==> config.mk <==
export PLATFORM = sky130hd
export DESIGN_NAME = countdown_timer_flat
export DESIGN_NICKNAME = d
export VERILOG_FILES = /design/src/rtl/countdown_timer_if.sv /design/src/rtl/countdown_timer.sv /design/src/flat_wrapper.sv
export SDC_FILE = /design/constraint.sdc
export NUM_CORES = 1
export LEC_CHECK = 0
export CORE_ASPECT_RATIO = 0.6
export CORE_UTILIZATION = 49
export CTS_CLUSTER_DIAMETER = 50
export DETAILED_ROUTE_END_ITERATION = 6
export GPL_ROUTABILITY_DRIVEN = 0
export HOLD_SLACK_MARGIN = 0.1
export PLACE_DENSITY = 0.91
export SYNTH_ARGS = -nofsm -noshare
export SYNTH_HDL_FRONTEND = slang
export SYNTH_SLANG_ARGS = --single-unit
==> constraint.sdc <==
create_clock -name i_clk1 -period 2.8 [get_ports i_clk1]
set_input_delay 0.28 -clock i_clk1 [delete_from_list [all_inputs] [get_ports i_clk1]]
set_output_delay 0.28 -clock i_clk1 [all_outputs]
set_load 0.02 [all_outputs]
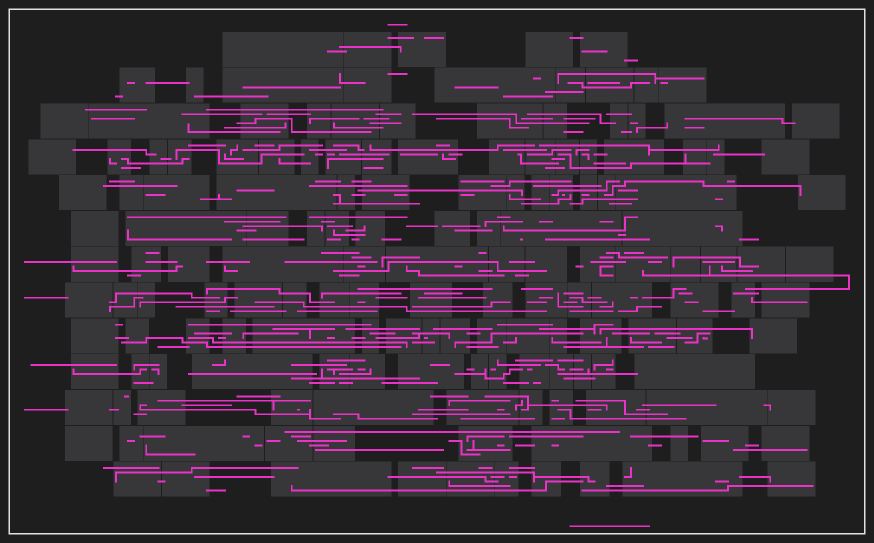
Run 1: metal 1
nets with wire on the layer: 155
share of all routed wire: 45%
wire length on this layer: 1330 microns
via count of the routed design: 1128
met1 usage in global routing: 31.7%
final WL: 2.99 mm

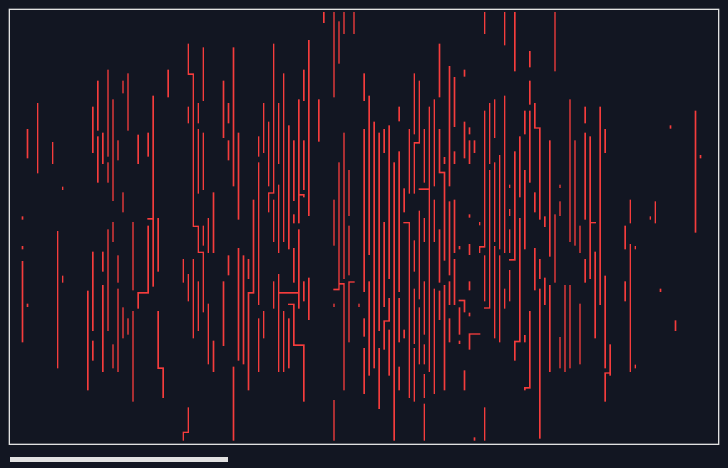
Run 1: met2 routing
Scale bar: 20 microns.
longest straight run: 25.3 microns
share of all routed wire: 46%
nets with wire on the layer: 161
main direction: vertical
met2 Usage GRT: 47.9%

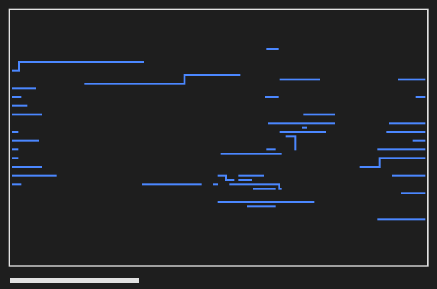
Run 1: signal wires on met3
Scale bar: 20 microns.
nets with wire on the layer: 38
share of all routed wire: 7.4%
main direction: horizontal
longest straight run: 19.3 microns
met3 Use GR: 7.85%

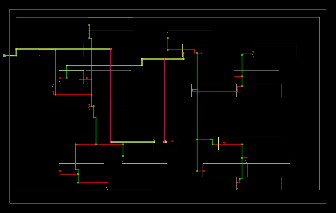
Run 1: clock wiring as the flow saved it
Max Clock Skew: 0.00276 ns
Power Clock: 193 uW
clkbuf count: 4
clk ins delay skew pair: 0.26 ns

==> impl_metrics.yaml, run 1 <==
# implementation run metrics
status:
  status: "complete, no violations"
logic_synthesis:
  synthArstFlopShare_pct: 100
  ys_top_logic_family: "simple AND/OR/NAND/NOR gates"
  ys_seq_share_pct: 40.9
  synth.distinct_cells: 49
  xor_share_pct: 2.26
  edf_count: 0
  ff_type: "dfrtp_1"
  ys_cells: 122
  top_cell: "dfrtp_1"
  topCellsByArea: "dfrtp_1 (41%), nor2_1 (3.6%), a21oi_1 (3.4%), o21ai_0 (3.4%), mux2i_1 (2.6%)"
  synth_area_leader_cell: "dfrtp_1"
  yosys_register_bits: 19
  mux_share_pct: 3.56
  synth.avg_cell_area_sq_um: 9.52
  syn_inst: 122
  yosys_warnings: 0
  yosys.area_share.aoi_pct: 18.4
  synth_area_sq_um: 1160
  fp_nets: 144
timing:
  slew-limit-headroom_pct: 42.9
  finalWorstSetupSlack_ns: 0.895
  worstMarginPinSlew_ns: 0.854
  setup_tns_ns: 0
  fin_crit_sh_pct: 68.0
  final_max_slew_viol_count: 0
  finalHoldViolCount: 0
clock_tree:
  ctsHoldBuffers: 0
  clock_sinks: 19
  cts_tree: "yes"
  clockRootBuffer: "clkbuf_8"
  cts_buffer_depth: 2
  ctsHtreeMaxLevel: 1
  clk_pin_slew_ns: 0.07
worst_setup_path:
  crit_type: "flip-flop to flip-flop"
  rr_worst_depth: 7
  cp_slowest_cell: "a221oi_2"
  r2r_setup_slack_ns: 0.89
  max_stage_delay_ns: 0.39
  crit_buf_inv: 1
  crit_cells: 7
  startpoint_type: "flip-flop"
  crit_chain: "inv_1 -> ha_1 -> ha_1 -> nor4b_1 -> nand4_1 -> a221oi_2 -> and2_1"
  cpMostUsedCell: "ha_1"
  worst_ep_arrival_time_ns: 2.11
placed_design:
  portBuffers: 36
  placed_area_sq_um: 1550
  dp_cells: 185
detailed_routing:
  met3WireLength_microns: 221
  top_layer: "met4"
  wl_met1_mm: 1.33
  drt_iter0_drc: 60
  drc: 0
  wl_met2_mm: 1.38
layout:
  mostFrequentLayoutCell: "clkdlybuf4s50_1"
  final-instance-count-excl-fill: 189
  nNonClkInverters: 8
  seq_share_pct: 29.9
  buf_share_pct: 23.1
  sh_comb_area_pct: 39.9
  final_util_pct: 72.4
  mi_logic_area_sq_um: 634
  n_antenna_cell: 0
  syn_to_final_growth_pct: 37.0
  final_area_sq_um: 1590
die:
  die_x_microns: 64.8
  num_rows: 13
  dieArea_sq_um: 2570
  ios: 37
  core_sq_um: 2200
global_route:
  antenna_found_initial: 0
  grt_overflow: 0
  grt_pass1_vias: 988
  grt_pass1_wl_mm: 4.72
pwr:
  powerDensity_nw_per_um2: 446
  pg_comb_uw: 186
  power.group.top: "sequential cells"
  p_int_uw: 491
  p_switching_uw: 219
job:
  drv_cap: 0
==> inputs of run 2 (changes only) <==
Settings changed: CORE_UTILIZATION 49 to 41, PLACE_DENSITY 0.91 to 0.82.
Clock period 2.8 ns to 1.75 ns, I/O delays scaled along.
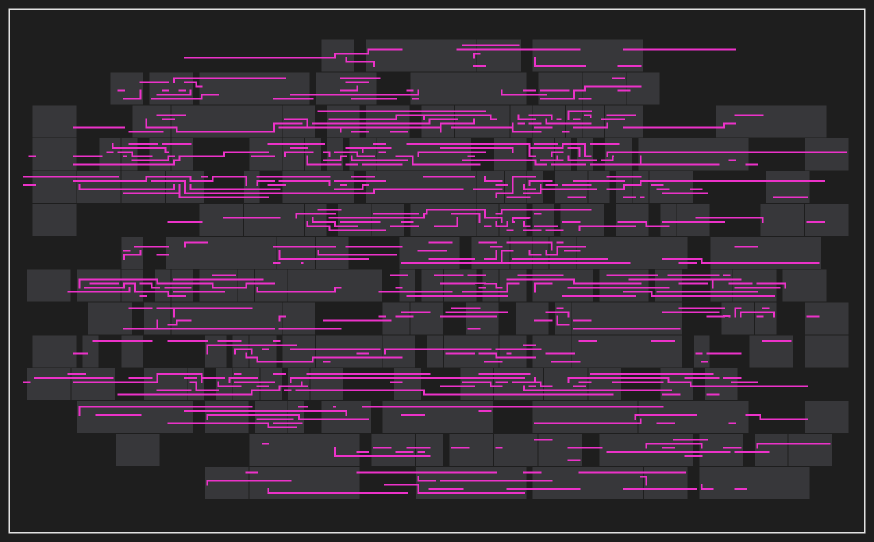
Run 2: metal 1
main direction: horizontal
nets with wire on the layer: 180
longest straight run: 24.8 microns
via count of the routed design: 1243
met1 usage in global routing: 31.3%
final WL: 3.52 mm

==> run 2 against run 1 <==
Effect of this change:
- the flow now finishes with violations (DRC, setup timing)
- cell area rose by 16%
- fmax grew 6.7%
- global-route usage decreased by 2.5 points
- first-iteration DRC count increased by 30%
- worst setup slack got worse by 0.93 ns
- combinational power rose by 110%
- sequential cell count unchanged
- critical path type unchanged
- critical endpoint is now u_core.bus.done
- largest power group unchanged
- highest routed layer unchanged
==> impl_metrics.yaml, run 2 <==
# implementation run metrics
status:
  status: "finished, violations left"
  violations: "DRC, setup timing"
job:
  drv_cap: 0
clock_tree:
  clockRootBuffer: "clkbuf_8"
  cts_tree: "yes"
  clock_sinks: 19
  clk_pin_slew_ns: 0.08
  cts_buffer_depth: 2
die:
  num_rows: 14
  core_sq_um: 2590
  die_x_microns: 70.7
  dieArea_sq_um: 3060
detailed_routing:
  drc: 11
  wl_met1_mm: 1.57
  drt_iter0_drc: 78
  met3WireLength_microns: 271
  top_layer: "met4"
layout:
  seq_share_pct: 25.8
  final_util_pct: 71.3
  mostFrequentLayoutCell: "clkdlybuf4s50_1"
  final-instance-count-excl-fill: 211
  n_antenna_cell: 0
  syn_to_final_growth_pct: 59.2
  buf_share_pct: 28.0
  nNonClkInverters: 8
worst_setup_path:
  crit_chain: "inv_2 -> ha_4 -> ha_4 -> nor4b_4 -> nand4_1 -> buf_4 -> buf_4 -> buf_4 -> nor3_2"
  startpoint_type: "flip-flop"
  crit_cells: 9
pwr:
  pg_comb_uw: 382
  p_switching_uw: 401
  power.group.top: "sequential cells"
placed_design:
  placed_area_sq_um: 1680
  dp_cells: 204
global_route:
  antenna_found_initial: 0
  grtUsageMet2_pct: 41.3
  grt_pass1_vias: 1214
logic_synthesis:
  edf_count: 0
  synthArstFlopShare_pct: 100
  topCellsByArea: "dfrtp_1 (41%), nor2_1 (3.6%), a21oi_1 (3.4%), o21ai_0 (3.4%), mux2i_1 (2.6%)"
  xor_share_pct: 2.26
  yosys_warnings: 0
  ys_seq_share_pct: 40.9
  yosys.area_share.aoi_pct: 18.4
  ff_type: "dfrtp_1"
  ys_cells: 122
  ys_top_logic_family: "simple AND/OR/NAND/NOR gates"
timing:
  setup_tns_ns: -0.0588
  fin_crit_sh_pct: 102
  finalSetupViolCount: 2
  finalWorstSetupSlack_ns: -0.0357
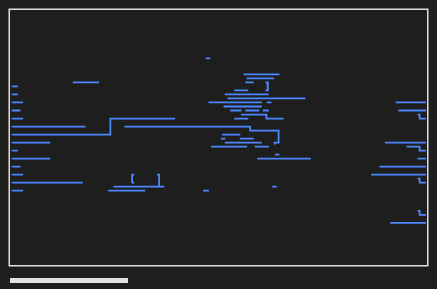
Run 2: signal wires on met3
Scale bar: 20 microns.
longest straight run: 21.2 microns
main direction: horizontal
met3 Use GR: 6.89%

Power is estimated from default activity; no workload was simulated.
